`src/rtl/vend_pkg.sv`:
```
// vend_pkg: shared types and helpers for the vending-machine controller.
//   state_e      - controller FSM states
//   COIN_*       - coin acceptor codes
//   coin_value() - coin code to credit units
package vend_pkg;

    typedef enum logic [1:0] {
        S_IDLE    = 2'd0,
        S_COLLECT = 2'd1,
        S_VEND    = 2'd2,
        S_CHANGE  = 2'd3
    } state_e;

    localparam logic [1:0] COIN_NONE = 2'b00;
    localparam logic [1:0] COIN_1    = 2'b01;
    localparam logic [1:0] COIN_2    = 2'b10;
    localparam logic [1:0] COIN_5    = 2'b11;

    function automatic logic [2:0] coin_value(input logic [1:0] code);
        case (code)
            COIN_1:  return 3'd1;
            COIN_2:  return 3'd2;
            COIN_5:  return 3'd5;
            default: return 3'd0;
        endcase
    endfunction

endpackage

```
`src/rtl/vend_stock.sv`:
```
// vend_stock: per-slot stock counters.
//   CLK, RST_N   - clock, asynchronous active-low reset (all slots full)
//   refill_i     - set every counter to STOCK_MAX
//   dec_i        - decrement the counter selected by dec_slot_i
//   dec_slot_i   - slot index for decrement
//   empty_o      - registered per-slot "stock is zero" flags
module vend_stock
    import vend_pkg::*;
#(
    parameter int N_SLOT    = 4,
    parameter int STOCK_MAX = 8
) (
    input  logic                      CLK,
    input  logic                      RST_N,
    input  logic                      refill_i,
    input  logic                      dec_i,
    input  logic [$clog2(N_SLOT)-1:0] dec_slot_i,
    output logic [N_SLOT-1:0]         empty_o
);

    localparam int SEL_W = $clog2(N_SLOT);
    localparam int CNT_W = $clog2(STOCK_MAX + 1);
    localparam logic [CNT_W-1:0] FULL = CNT_W'(STOCK_MAX);

    logic [CNT_W-1:0]  stock_q [N_SLOT];
    logic [CNT_W-1:0]  stock_d [N_SLOT];
    logic [N_SLOT-1:0] empty_q;
    logic [N_SLOT-1:0] empty_d;

    // EMPTY is computed from the next counter value so it stays a plain register.
    always_comb begin
        empty_d = '0;
        for (int unsigned i = 0; i < N_SLOT; i++) begin
            stock_d[i] = stock_q[i];
            if (refill_i) begin
                stock_d[i] = FULL;
            end else if (dec_i && (dec_slot_i == SEL_W'(i)) && (stock_q[i] != '0)) begin
                stock_d[i] = stock_q[i] - CNT_W'(1);
            end
            empty_d[i] = (stock_d[i] == '0);
        end
    end

    always_ff @(posedge CLK or negedge RST_N) begin
        if (!RST_N) begin
            for (int unsigned i = 0; i < N_SLOT; i++) begin
                stock_q[i] <= FULL;
            end
            empty_q <= '0;
        end else begin
            for (int unsigned i = 0; i < N_SLOT; i++) begin
                stock_q[i] <= stock_d[i];
            end
            empty_q <= empty_d;
        end
    end

    assign empty_o = empty_q;

endmodule

```
`src/rtl/vend_ctrl.sv`:
```
// vend_ctrl: vending-machine controller (FSM, credit, timeout, pulse outputs).
//   CLK, RST_N  - clock, asynchronous active-low reset
//   ST          - machine enable
//   CN          - coin code pulse (00 none, 01=1, 10=2, 11=5 units)
//   SEL, SEL_V  - slot index and selection strobe
//   CANCEL      - refund request
//   REFILL      - restock all slots (IDLE only)
//   CREDIT      - current credit
//   VEND_V      - dispense pulse, VEND_SLOT - slot being dispensed
//   CHG_P       - one change unit per asserted cycle
//   COIN_REJ    - coin returned pulse, SEL_ERR - selection refused pulse
//   EMPTY       - per-slot stock-zero flags
//   BUSY        - controller not in IDLE
module vend_ctrl
    import vend_pkg::*;
#(
    parameter int N_SLOT      = 4,
    parameter int CREDIT_W    = 6,
    parameter int PRICE       = 7,
    parameter int MAX_CREDIT  = 40,
    parameter int STOCK_MAX   = 8,
    parameter int TIMEOUT_CYC = 1000
) (
    input  logic                      CLK,
    input  logic                      RST_N,
    input  logic                      ST,
    input  logic [1:0]                CN,
    input  logic [$clog2(N_SLOT)-1:0] SEL,
    input  logic                      SEL_V,
    input  logic                      CANCEL,
    input  logic                      REFILL,
    output logic [CREDIT_W-1:0]       CREDIT,
    output logic                      VEND_V,
    output logic [$clog2(N_SLOT)-1:0] VEND_SLOT,
    output logic                      CHG_P,
    output logic                      COIN_REJ,
    output logic                      SEL_ERR,
    output logic [N_SLOT-1:0]         EMPTY,
    output logic                      BUSY
);

    localparam int SEL_W = $clog2(N_SLOT);
    localparam int SUM_W = CREDIT_W + 1;
    localparam int TMO_W = $clog2(TIMEOUT_CYC + 1);
    localparam logic [CREDIT_W-1:0] PRICE_C  = CREDIT_W'(PRICE);
    localparam logic [SUM_W-1:0]    MAX_C    = SUM_W'(MAX_CREDIT);
    localparam logic [TMO_W-1:0]    TMO_LAST = TMO_W'(TIMEOUT_CYC - 1);

    state_e              state_q, state_d;
    logic [CREDIT_W-1:0] credit_q, credit_d;
    logic [TMO_W-1:0]    tmo_q, tmo_d;
    logic                vend_v_q, vend_v_d;
    logic [SEL_W-1:0]    vend_slot_q, vend_slot_d;
    logic                chg_p_q, chg_p_d;
    logic                coin_rej_q, coin_rej_d;
    logic                sel_err_q, sel_err_d;
    logic                busy_q;

    logic                coin;
    logic [SUM_W-1:0]    sum;
    logic                coin_ok;
    logic                refill;
    logic                dec;
    logic [N_SLOT-1:0]   empty;

    vend_stock #(
        .N_SLOT    (N_SLOT),
        .STOCK_MAX (STOCK_MAX)
    ) u_stock (
        .CLK        (CLK),
        .RST_N      (RST_N),
        .refill_i   (refill),
        .dec_i      (dec),
        .dec_slot_i (vend_slot_q),
        .empty_o    (empty)
    );

    assign coin    = (CN != COIN_NONE);
    assign sum     = {1'b0, credit_q} + SUM_W'(coin_value(CN));
    assign coin_ok = (sum <= MAX_C);

    always_comb begin
        state_d     = state_q;
        credit_d    = credit_q;
        tmo_d       = '0;
        vend_v_d    = 1'b0;
        vend_slot_d = vend_slot_q;
        chg_p_d     = 1'b0;
        coin_rej_d  = 1'b0;
        sel_err_d   = 1'b0;
        refill      = 1'b0;
        dec         = 1'b0;

        case (state_q)
            S_IDLE: begin
                refill    = REFILL;
                sel_err_d = SEL_V;
                if (coin) begin
                    if (ST && coin_ok) begin
                        credit_d = sum[CREDIT_W-1:0];
                        state_d  = S_COLLECT;
                    end else begin
                        coin_rej_d = 1'b1;
                    end
                end
            end

            S_COLLECT: begin
                if (CANCEL || !ST) begin
                    coin_rej_d = coin;
                    state_d    = S_CHANGE;
                end else if (coin) begin
                    // Any coin, accepted or not, counts as activity.
                    if (coin_ok) begin
                        credit_d = sum[CREDIT_W-1:0];
                    end else begin
                        coin_rej_d = 1'b1;
                    end
                end else if (SEL_V && !empty[SEL] && (credit_q >= PRICE_C)) begin
                    vend_v_d    = 1'b1;
                    vend_slot_d = SEL;
                    state_d     = S_VEND;
                end else begin
                    sel_err_d = SEL_V;
                    // The counter reaches TIMEOUT_CYC on the edge that leaves for CHANGE.
                    if (tmo_q >= TMO_LAST) begin
                        state_d = S_CHANGE;
                    end else begin
                        tmo_d = tmo_q + TMO_W'(1);
                    end
                end
            end

            S_VEND: begin
                coin_rej_d = coin;
                dec        = 1'b1;
                credit_d   = credit_q - PRICE_C;
                state_d    = (credit_q > PRICE_C) ? S_CHANGE : S_IDLE;
            end

            S_CHANGE: begin
                coin_rej_d = coin;
                if (credit_q != '0) begin
                    chg_p_d  = 1'b1;
                    credit_d = credit_q - CREDIT_W'(1);
                    if (credit_q == CREDIT_W'(1)) begin
                        state_d = S_IDLE;
                    end
                end else begin
                    state_d = S_IDLE;
                end
            end

            default: begin
                state_d = S_IDLE;
            end
        endcase
    end

    always_ff @(posedge CLK or negedge RST_N) begin
        if (!RST_N) begin
            state_q     <= S_IDLE;
            credit_q    <= '0;
            tmo_q       <= '0;
            vend_v_q    <= 1'b0;
            vend_slot_q <= '0;
            chg_p_q     <= 1'b0;
            coin_rej_q  <= 1'b0;
            sel_err_q   <= 1'b0;
            busy_q      <= 1'b0;
        end else begin
            state_q     <= state_d;
            credit_q    <= credit_d;
            tmo_q       <= tmo_d;
            vend_v_q    <= vend_v_d;
            vend_slot_q <= vend_slot_d;
            chg_p_q     <= chg_p_d;
            coin_rej_q  <= coin_rej_d;
            sel_err_q   <= sel_err_d;
            busy_q      <= (state_d != S_IDLE);
        end
    end

    assign CREDIT    = credit_q;
    assign VEND_V    = vend_v_q;
    assign VEND_SLOT = vend_slot_q;
    assign CHG_P     = chg_p_q;
    assign COIN_REJ  = coin_rej_q;
    assign SEL_ERR   = sel_err_q;
    assign EMPTY     = empty;
    assign BUSY      = busy_q;

endmodule

```
`config.mk`:
```
export PLATFORM = sky130hd
export DESIGN_NAME = vend_ctrl
export DESIGN_NICKNAME = d
export VERILOG_FILES = /design/src/rtl/vend_pkg.sv /design/src/rtl/vend_stock.sv /design/src/rtl/vend_ctrl.sv
export SDC_FILE = /design/constraint.sdc
export NUM_CORES = 1
export LEC_CHECK = 0
export CAP_MARGIN = 5
export CORE_MARGIN = 2
export CORE_UTILIZATION = 57
export DETAILED_ROUTE_END_ITERATION = 8
export PLACE_DENSITY_LB_ADDON = 0.1
export SYNTH_ARGS = -nofsm -noshare
export SYNTH_HDL_FRONTEND = slang
export SYNTH_SLANG_ARGS = --single-unit
```
`constraint.sdc`:
```
create_clock -name CLK -period 3.35 [get_ports CLK]
set_input_delay 0.335 -clock CLK [delete_from_list [all_inputs] [get_ports CLK]]
set_output_delay 0.335 -clock CLK [all_outputs]
set_load 0.1 [all_outputs]
```
==> changes_impl.md, run 1 <==
### Metrics

- Status: finished clean
- Measured slew at the worst slew-check pin: 0.9707 ns
- Post-CTS setup buffers: 0
- Setup TNS: 0 ns
- Final Hold Violation Tally: 0
- Largest net degree at the start of global routing: 46
- Final instance area: 3133 um^2
- Count leader, synth: dfrtp_1
- Die span in y: 73.53 um
- Slew Limit Fails: 0
- TritonCTS clock tree: built
- Tapcell count: 54
- Peak supply drop: 0.0004916 V
- N_diodes: 0
- Leading cell kind: logic gates
- Post-synth ARST share: 100.0%
- Fill cell count: 372
- Reg2reg end: CREDIT[3]$_DFFE_PN0P_
- Peak Freq: 363.3 MHz
- Area Overhead vs Synth: 13.71%
- Yosys cell count: 291
- HPWL after DPL: 3.968 mm
- Maxcap violations: 0
- Worst Path Arrival: 2.92 ns
- FP Util: 58.72%
- Power Dens Cells: 903.4 nW/um^2
- Warnings from Yosys: 0
- Finish-stage setup viols: 0
- Top cells by area: dfrtp_1, ha_1, nor2_1, dfstp_2, xor2_1
- EDFF count, synth: 0
- DRC Markers: 0
- Worst r2r src: CREDIT[0]$_DFFE_PN0P_
- Post-DRT Antenna Nets: 0
- Die Size: 5406 um^2
- CP Data Required Time: 3.52 ns
- Vias per cell: 5.867
- Top cells excl fill/tap: dfrtp_1, nor2_1, nand2_1, clkdlybuf4s50_1
- Tot Pwr: 2.830 mW
- Logic area: 1499 um^2
- Pint: 1.428 mW
- P_clk: 428 uW
- I/O pins: 27
- Util after Layout: 66.77%
- Synth Register Bits: 45
- First-pass GRT wire length: 9.446 mm
- GRT Util Overall: 22.69%
- Final WS setup: 0.5974 ns
- Startpoint Class: primary input
- Vias in the first global route: 2,052
- First drt pass iteration count: 4
- Routed len/inst: 15.04 um
- OpenROAD warning count: 29
- Cts repair resizes: 0
- Cell count after placement: 360
- Final GP Congestion: 0.8062
- Slew HR: 35.08%
- Clock network area share: 3.754%
- Invs w/o clock: 16
- Worst reg2reg setup slack: 0.63 ns
- Syn nets: 314
- CP Capture Type: flip-flop
- Aoi share: 15.58%
- Comb pwr: 1.49 mW
- Worst Skew: 0.007675 ns
- Flop pwr share: 32.3%
- Htree depth: 2
- #MultiIn Comb: 218
- Crit path max fanout: 6
- Combinational share of power: 52.5%
- Biggest consumer: combinational cells
- Reg2Reg Depth: 8
- Multiplexer share of the synthesized area: 3.633%
- Clk root buf: clkbuf_8
- Most frequent logic cell in the layout: dfrtp_1
- Row Count: 25
- Clock buffer count: 5
- Cell Area, Synth: 2755 um^2
- CP startpoint: CN[0]
- RSZ-0062 raised after global routing: false
- Clock Tree Buf Depth: 2
- Placed cell areas: 3015 um^2
- Pre-CTS setup slack: 0.3114 ns
- Data buffer area share: 8.227%
- Final wirelength: 5.533 mm
- Setup Crit Path Kind: in2reg
- Seq share, synth: 41.05%
- Cells after synthesis: 291
- Worst-Skew Late Latency: 0.30 ns
- Initial antenna violation count: 0
- End of the critical path: CREDIT[3]$_DFFE_PN0P_
- Sw Ratio: 49.56%
- Adder share: 6.176%
- Synthesized area per cell: 9.468 um^2
-- run 1: metal layers --
layer | part of all wire [%] | global-route usage [%]
met4 | 1.6 | 8.283
met3 | 3.6 | 4.664
met2 | 47 | 35.12
met5 | 0 | 0
met1 | 48 | 31.53
-- run 1: critical path, stage by stage --
cell             delay, ns
clkdlybuf4s50_1       0.47
ha_1                  0.27
fa_1                  0.47
nor4bb_1              0.19
a211oi_1              0.23
nand2_1               0.17
a311oi_4              0.48
nor3_1                0.14
xor2_1                0.16
-- run 1: state kept, by name, summed over array words and instances, names as in the netlist --
name and cells:
VEND_V 1, CHG_P 1, SEL_ERR 1, state_q 2, BUSY 1, tmo_q 10
u_stock.empty_o 4, COIN_REJ 1, VEND_SLOT 2, CREDIT 6, u_stock.stock_q 16
Run 1, signal wires by layer:
Drawn at 6 px/um. Two of the layers only.
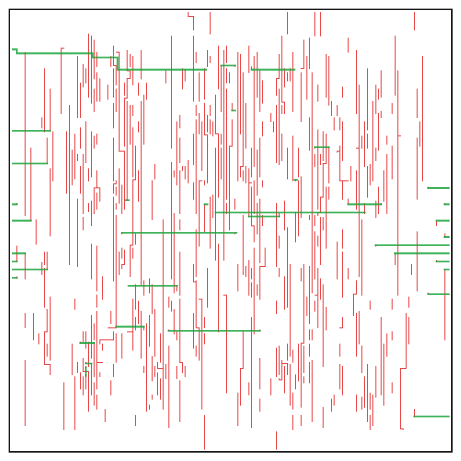
Key: metal 2 = red [wire length 2,600 um]; metal 3 = green [wire length 200 um]

Run 1, placement view:
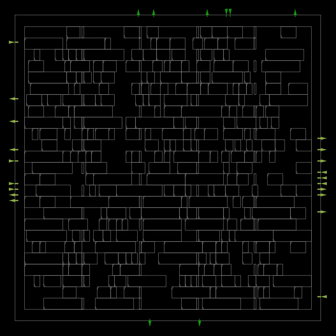
core area: 4692 um^2
flop share of the area: 36.10%
non-filler instance count after layout: 368

Run 1, I/O pins on the die edge:
Drawn at 6 px/um. Pins as bars across the die edge, other pins in gray.
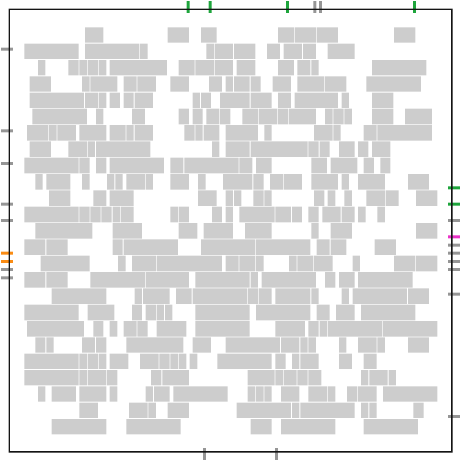
Key: CREDIT = green [pins 6, direction output, edge 4 top, 2 right]; SEL = orange [pins 2, direction input, edge left]; ST = magenta [pins 1, direction input, edge right]

--- run 2 (diff from run 1) ---
==> constraint.sdc (replaced) <==
create_clock -name CLK -period 2.7 [get_ports CLK]
set_input_delay 0.27 -clock CLK [delete_from_list [all_inputs] [get_ports CLK]]
set_output_delay 0.27 -clock CLK [all_outputs]
set_load 0.1 [all_outputs]
Run 2, I/O nets highlighted:
Drawn at 4 px/um.
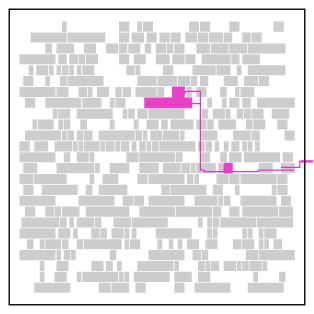
Key: ST = magenta [bits 1, direction input, end cells 4, buffers 1, wire 66.4 um]

==> changes_impl.md, run 2 <==
### Metrics

- Leading cell kind: logic gates
- TritonCTS clock tree: built
- Reg2Reg Depth: 8
- Instance count on the critical path: 9
- Biggest consumer: combinational cells
- Sw Ratio: 49.06%
- Pre-CTS setup slack: -0.1966 ns
- Clock Tree Buf Depth: 2
- Flop pwr share: 30.8%
- Finish-stage setup viols: 0
- Seq share, synth: 41.05%
- Clock transition at path regs: 0.10 ns
- P_clk: 538 uW
- Logic area: 1506 um^2
- RSZ-0062 raised after global routing: true
- Row Count: 25
- Clock buffer count: 5
- Setup Crit Path Kind: in2reg
- CP startpoint: CN[0]
- Invs w/o clock: 16
- OpenROAD warning count: 30
- Post-synth ARST share: 100.0%
- Core area: 4692 um^2
- Slew HR: 34.69%
- EDFF count, synth: 0
- #MultiIn Comb: 218
- Comb/total area: 47.10%
- Die Size: 5406 um^2
- N_diodes: 0
- Vias per cell: 5.789
- I/O pins: 27
- Yosys cell count: 291
- Comb pwr: 1.97 mW
- Post-CTS setup buffers: 0
- HPWL after DPL: 4.134 mm
- FP Util: 58.72%
- Cells after synthesis: 291
- CP Data Required Time: 2.87 ns
- Initial antenna violation count: 0
- Final WS setup: 0.08578 ns
- Crit path max-delay cell type: fa_1
- First drt pass iteration count: 4
- Routed len/inst: 15.06 um
- CP peak stage delay: 0.55 ns
- Final wirelength: 5.723 mm
- Crit path max fanout: 6
- Max reg flops: 16
- Cts repair resizes: 0
- CP delay by family, top: adder cells
- Util after Layout: 68.16%
- Flop+latch power: 1.11 mW
- First-pass GRT wire length: 9.542 mm
- Measured slew at the worst slew-check pin: 0.9797 ns
- Startpoint Class: primary input
- Tot Pwr: 3.619 mW
- Status: finished clean
- Total Nets Final: 348
- Cell Area, Synth: 2755 um^2
- Area Overhead vs Synth: 16.08%
- Syn nets: 314
- Synth Register Bits: 45
- Data buffer area share: 9.703%
- Count leader, synth: dfrtp_1
- Top cells excl fill/tap: dfrtp_1, nor2_1, buf_4, nand2_1
- Clk root buf: clkbuf_8
- Placed cell areas: 3072 um^2
- Cell count after placement: 372
- Htree depth: 2
- GRT Util Overall: 22.98%
- Final GP Congestion: 0.8359
- Peak Freq: 382.5 MHz
- Final Hold Violation Tally: 0
- End of the critical path: CREDIT[5]$_DFFE_PN0P_
- Grt ovf: 0
- Die span in y: 73.53 um
- Clock network area share: 3.717%
- Crit path cell chain: clkdlybuf4s50_1 > ha_1 > fa_1 > nor4_1 > a311oi_1 > nand2_1 > a311oi_4 > nor3_1 > xor2_1
- Worst-Skew Late Latency: 0.30 ns
- Reg2reg end: CREDIT[5]$_DFFE_PN0P_
- Peak supply drop: 0.0005974 V
- Pint: 1.844 mW
- Non-filler instance count after layout: 380
- Power Dens Cells: 1132 nW/um^2
- Fill cell count: 377
- CP Buf/Inv Count: 1
- Vias in the first global route: 2,045
- Slew Limit Fails: 0
- Synthesized area per cell: 9.468 um^2
- Final instance area: 3198 um^2
- Tapcell count: 54
- Storage cell area: 1135 um^2
- Worst Path Arrival: 2.79 ns
- Largest net degree at the start of global routing: 46
- Post-DRT Antenna Nets: 0
- DRC Markers: 0
- Worst r2r src: CREDIT[0]$_DFFE_PN0P_
- Total CTS buffers: 5
- TritonCTS Sinks: 45
- Worst Skew: 0.008304 ns
- CP Capture Type: flip-flop
- Flop share of the area: 35.49%
- Seq Cell Count: 45
- Worst reg2reg setup slack: 0.14 ns
- Top cells by area: dfrtp_1, ha_1, nor2_1, dfstp_2, xor2_1
- Combinational share of power: 54.3%
- Setup TNS: 0 ns
==> run 2: cell counts after synthesis <==
Identical to the previous run, type by type.
==> run 2: layer usage <==
metal  wire [um]  global-route usage [%]  vias up
met2        2647                   35.32       47
met3         220                   4.527        8
met4          86                   7.677        0
met1        2768                   32.68     1054
li1            -                       -     1091
met5           0                       0        -
==> run 2: logic make-up (layout without fill, tap and decap cells) <==
kind of cell    Yosys count  in the layout  share of synthesized area, %
buf+inv                  28             63                         4.541
mux                       8              8                         3.633
xor+xnor                 21             21                         6.676
fa+ha+maj                13             13                         6.176
compound gates           58             58                         15.58
simple gates            118            118                         22.34
flops                    45             45                         41.05
--- run 3 (diff from run 2) ---
--- a/config.mk
+++ b/config.mk
@@ -8,6 +8,7 @@
 export CAP_MARGIN = 5
 export CORE_MARGIN = 2
 export CORE_UTILIZATION = 57
+export CTS_CLUSTER_SIZE = 14
 export DETAILED_ROUTE_END_ITERATION = 8
 export PLACE_DENSITY_LB_ADDON = 0.1
 export SYNTH_ARGS = -nofsm -noshare
Run 3, signal wires by layer:
Drawn at 6 px/um. Two of the layers only.
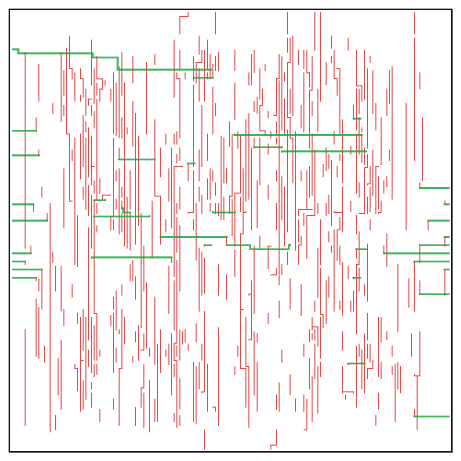
Key: metal 3 = green [wire length 221 um]; metal 2 = red [wire length 2,650 um]

==> changes_impl.md, run 3 <==
### Metrics

- Share of cells above drive strength 1: 20.25%
- GR Util met2: 35.32%
- Largest reg by FF count: u_stock.stock_q
- Htree depth: 2
- GRT Util Overall: 22.98%
- I/O pins: 27
- Finish-stage setup viols: 0
- Multiplexer share of the synthesized area: 3.633%
- DRC Markers: 0
- Peak Freq: 382.5 MHz
- Main logic family after synthesis: simple AND/OR/NAND/NOR gates
- Clock transition at path regs: 0.10 ns
- Vias per cell: 5.789
- Synthesized area per cell: 9.468 um^2
- Met2 routed wirelength: 2.647 mm
- Hold Buf Count CTS: 0
- Wl on met1: 2.768 mm
- Pre-CTS setup slack: -0.1966 ns
- Final WS setup: 0.08578 ns
- Clk root buf: clkbuf_8
- Cells after synthesis: 291
- Setup Crit Path Kind: in2reg
- Initial antenna violation count: 0
- Starting DRT DRC Count: 85
- Vias in the first global route: 2,045
- Largest net degree at the start of global routing: 46
- Top FF cell, synth: dfrtp_1
- Fill cell count: 377
- YS chip area: 2755 um^2
- N_diodes: 0
- Peak supply drop: 0.0005974 V
- Yosys cell count: 291
- Util after Layout: 68.16%
- RSZ-0062 raised after global routing: true
- Area Overhead vs Synth: 16.08%
- Post-DRT Antenna Nets: 0
- Die span in y: 73.53 um
- Maxcap violations: 0
- Worst Path Arrival: 2.79 ns
- Placed cell areas: 3072 um^2
- Crit path max-delay cell type: fa_1
- Tot Pwr: 3.619 mW
- Slew HR: 34.69%
- Top area contributor share: 37.24%
- TritonCTS clock tree: built
- Crit path cell chain: clkdlybuf4s50_1 > ha_1 > fa_1 > nor4_1 > a311oi_1 > nand2_1 > a311oi_4 > nor3_1 > xor2_1
- Syn nets: 314
- Min-delay worst type: in2async
- Power Dens Cells: 1132 nW/um^2
- Final Hold Violation Tally: 0
- Row Count: 25
- Die Size: 5406 um^2
- HPWL after DPL: 4.134 mm
- Aoi share: 15.58%
- Cts repair resizes: 0
- Worst Skew: 0.008304 ns
- Metal3 WL: 220 um
- FP Util: 58.72%
- Worst reg2reg setup slack: 0.14 ns
- Reg2Reg Depth: 8
- Yosys simple share: 22.34%
- Total Nets Final: 348
- Measured slew at the worst slew-check pin: 0.9797 ns
- First drt pass iteration count: 4
- End of the critical path: CREDIT[5]$_DFFE_PN0P_
- Setup TNS: 0 ns
- Status: finished clean
- Top Usage Layer GRT: met2
- Synth Register Bits: 45
- TritonCTS Sinks: 45
- Slew Limit Fails: 0
- Die width: 73.53 um
- Routing usage on met3: 4.527%
- Non-filler instance count after layout: 380
- Logic area: 1506 um^2
- Total CTS buffers: 5
- Warnings from Yosys: 0
- Worst-Skew Late Latency: 0.30 ns
- CP startpoint: CN[0]
- Met1 usage: 32.68%
- Final instance area: 3198 um^2
- Final period util: 96.82%
- Routed len/inst: 15.06 um
- Max reg flops: 16
- Synth cell types: 57
- Port Buffers: 26
- Crit path max fanout: 6
- Worst r2r src: CREDIT[0]$_DFFE_PN0P_
- Core area: 4692 um^2
- EDFF count, synth: 0
- CP Capture Type: flip-flop
- Grt ovf: 0
- Clock Tree Buf Depth: 2
- Top cells by count: dfrtp_1, nor2_1, nand2_1
- Post-synth ARST share: 100.0%
- Cell count after placement: 372
- Startpoint Class: primary input
- Seq share, synth: 41.05%
- OpenROAD warning count: 30
- Cell Area, Synth: 2755 um^2
- Total number of vias: 2,200
- First-pass GRT wire length: 9.542 mm
- XORs/XNORs by Area: 6.676%
- Reg2reg end: CREDIT[5]$_DFFE_PN0P_
- Adder share: 6.176%
- Count leader, synth: dfrtp_1
- Post-CTS setup buffers: 0
- DR top layer: met4
- P_leak: 1.422 nW
- Final wirelength: 5.723 mm
- Final GP Congestion: 0.8359
- CP Data Required Time: 2.87 ns
- Top cells by area: dfrtp_1, ha_1, nor2_1, dfstp_2, xor2_1
- Yosys top cell by area: dfrtp_1
- Minimum hold slack: 0.1158 ns
- Min Tclk post-route: 2.614 ns
- CP peak stage delay: 0.55 ns
- Top cells excl fill/tap: dfrtp_1, nor2_1, buf_4, nand2_1
- Storage cell area: 1135 um^2
[run 3: cell counts in the layout (fill, tap and decap cells not counted)]
Identical to the previous run, type by type.
[run 3: layout make-up]
type	instances	share of cell area (%)
clock inverter	3	1.565
clock buffer	5	2.152
multi-input combinational	218	47.10
timing repair buffer	39	9.703
sequential	45	35.49
inverter	16	1.878
tap	54	2.113
[run 3: where the power goes]
part           total (mW)  internal, mW  switching [mW]
Combinational        1.97         0.701            1.27
Clock               0.538         0.284           0.254
Sequential           1.11         0.858           0.256
Total                3.62          1.84            1.78
[run 3: worst max-delay path, delay by kind of cell]
kind,cells,cell delay (ns)
xor+xnor,1,0.16
compound gates,2,0.70
buf+inv,1,0.46
simple gates,3,0.38
fa+ha+maj,2,0.82

## Gallery

Cells by drive strength.
Drawn at 6 px/um.
Plate I
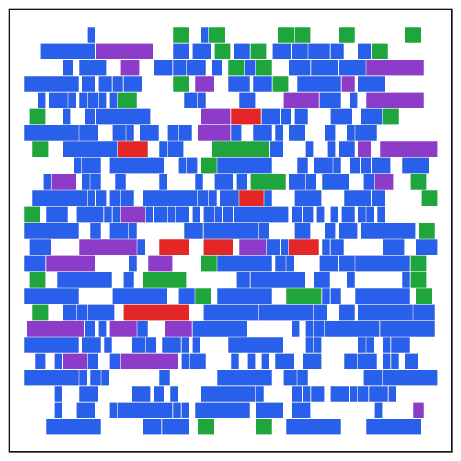
Plate II
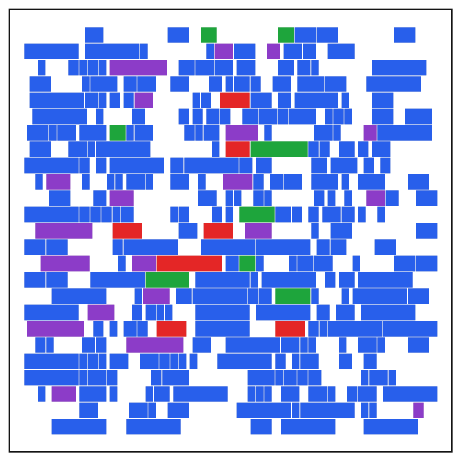
For run 1, see Plate II.
For run 2, see Plate I.

Key to Plate II:
Key: _0 and _1 cells = blue [cells 279, most used dfrtp_1]; _6 and larger = red [cells 7, most used clkbuf_8]; _3 and _4 cells = green [cells 8, most used buf_4]; _2 cells = purple [cells 20, most used dfstp_2]

Power figures rest on the tool's default switching activity, not on a simulated workload.
